Design add_rca_pipe, sky130hd; sources not shown.
==> images/clock_map.png <==
(3 px per µm)
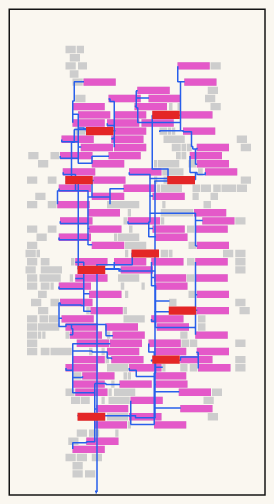
magenta -> flip-flops  # count 97
blue -> clock wires  # length 1,030 µm
red -> cells driving clock nets  # count 9
routed clock nets = 10
clock network fraction of design power: 35.1%
clk pwr: 0.398 mW
clk_lat worst skew: 330 ps
Clock Skew: 4.50 ps

==> images/wire_density.png <==
(3 px per µm) The die is cut into 17 by 32 equal tiles; white is low, dark blue is high, scaled to the fullest tile. Values are wire area over tile area, all layers added.
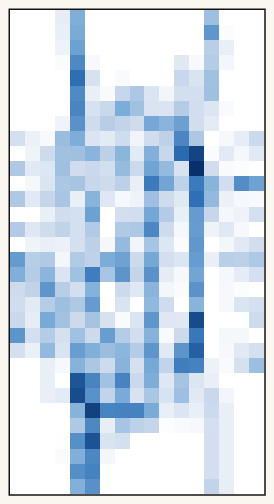
tiles over half the peak = 12%
nearly empty tiles = 33%
fullest tile = 0.28
WL/cell: 11.6 µm
Routed WL: 4730 µm
total global-route track usage: 7.98%
DR vias: 1,632

==> images/zoom.png <==
Window x 27 to 57, y 33 to 63 µm. Cells in gray, sequential cells in the stronger gray; small squares are vias.
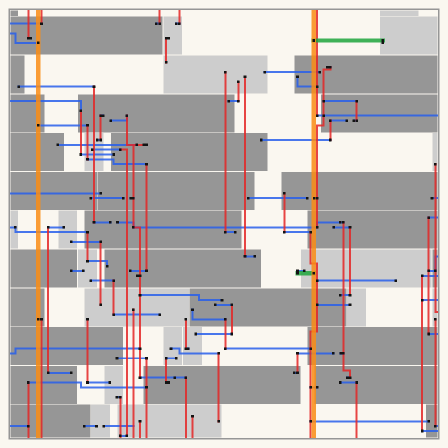
red -> met2
green -> met3
orange -> met4
blue -> met1
sequential cells in the window = 17
most frequent = edfxtp_1 (17), inv_1 (8), fa_1 (3)
cells with their middle in the window = 30

==> images/final_congestion.png <==
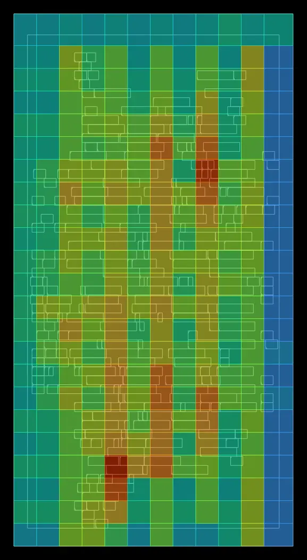
GRT busiest layer: met2
met1 track demand over resource: 7.47%
grt met3 use: 2.09%

==> metrics.yaml <==
outcome:
  status: "complete, no violations"
flow_run:
  warnings: 26
  drv_cap: 0
route:
  drt_iter0_drc: 73
  drc: 0
  ant_nets: 0
  via_per_inst: 3.99
final_timing:
  tightestPinTransition_ps: 960
  drv_slew: 0
  slew_headroom_pct: 36.0
  timing.final.ws_setup_ps: 3220
  finalHoldWorstSlack_ps: 418
  max_freq_mhz: 179
  fin_setup_tns_ps: 0
  rsz0062_at_grt: "false"
  setup_violations: 0
clocking:
  clock-sinks: 97
  root_buffer: "clkbuf_16"
  numCtsBuffers: 9
  cts_tree: "built"
  cts_setup_buffers: 0
  clk_pin_slew_ps: 60
  cts_resized: 0
  clock_path_buffers: 2
synth:
  ys.flops: 97
  yosysSeqAreaShare_pct: 77.3
  yosys_area_um2: 3770
  floorplan.nets: 252
  synthCells: 198
  yosysWarnings: 0
  avgSynthCellArea_um2: 19.0
  ys_cells: 198
pwr:
  p_sw_mw: 0.215
  p_per_area_nw_per_um2: 237
  power_frac_seq_pct: 54.6
  maxPowerGroup: "sequential cells"
  p_comb_share_pct: 10.3
  swShare_pct: 19.0
  ir_worst_vdd_mv: 0.118
  power.leakage_nw: 1.83
  p_int_mw: 0.919
cells_and_area:
  lay_top_count: "edfxtp_1"
  antenna_cells: 0
  drive_above_1_share_pct: 6.37
  largest_register_ff_count: 40
  final_layout_top_logic_cells: "97 x edfxtp_1, 57 x clkdlybuf4s50_1, 36 x inv_1"
critical_path:
  critPathMaxFanout: 76
  ff2ff_path_depth: 9
  start_kind: "input pin"
  cp.required_ps: 7040
  cp-end-kind: "output port"
  r2r_slack_ps: 6430
  path_class: "in -> out"
  arrival_ps: 3820
global_routing:
  grt.met2_usage_pct: 13.6
  grt_max_degree: 77
  grt_pass1_wl_um: 7980
  overflow: 0
die:
  num_rows: 55
  initCoreUtil_pct: 33.0
  ioPinCount: 58
  die_area_um2: 13700
  core_um2: 11400
  die_x_um: 84.7
placement:
  dp_hpwl_um: 3380
worst_hold_path:
  worstHoldPathType: "reg -> reg"
area by class of cell:
cell class / instances / area [µm²] / share of cell area, %
Tap cell: 142 / 178 / 3.72
Clock buffer: 10 / 229 / 4.79
Timing Repair Buffer: 59 / 586 / 12.3
Multi-Input combinational cell: 58 / 651 / 13.6
Sequential cell: 97 / 2910 / 61.0
Clock inverter: 6 / 82.6 / 1.73
Inverter: 37 / 139 / 2.91
critical path, cell delays in order:
cell,delay (ps)
clkdlybuf4s50_1,500
nor2b_4,120
inv_2,60
buf_4,690
clkdlybuf4s50_1,660
cells in the mapped netlist:
library cell | count | share of area (%)
nor3b_1 | 17 | 3.4
nand2b_1 | 1 | 0.17
edfxtp_1 | 97 | 77
nor2b_4 | 1 | 0.37
buf_6 | 3 | 0.90
nor3_1 | 5 | 0.66
buf_12 | 1 | 0.53
buf_2 | 2 | 0.27
fa_1 | 16 | 8.5
xor2_1 | 13 | 3.0
xnor2_1 | 5 | 1.2
inv_1 | 37 | 3.7
kinds of logic after synthesis:
logic type | after synthesis | synth area share, %
flip-flops | 97 | 77.3
buffers and inverters | 43 | 5.38
adder cells (fa/ha/maj) | 16 | 8.51
XOR/XNOR | 18 | 4.19
AND/OR/NAND/NOR | 24 | 4.58
per-stage QoR:
| stage | cells | power, mW | utilization (%) | cell area (µm²) |
|---|---|---|---|---|
| after floorplan | 198 | 0.682 | - | 3770 |
| after global placement | 393 | 0.745 | 39.1 | 4470 |
| after detailed placement | 393 | 0.751 | 39.1 | 4470 |
| after CTS | 409 | 1.15 | 41.8 | 4780 |
| after global routing | 409 | 1.20 | 41.8 | 4780 |
| final | 409 | 1.13 | 41.8 | 4780 |
layer usage:
layer  up-vias  part of all wire [%]
li1        806                     -
met4         0                   3.6
met5         -                     0
met2        45                    57
met3        10                   5.2
met1       771                    34
Power and IR drop assume default switching activity.
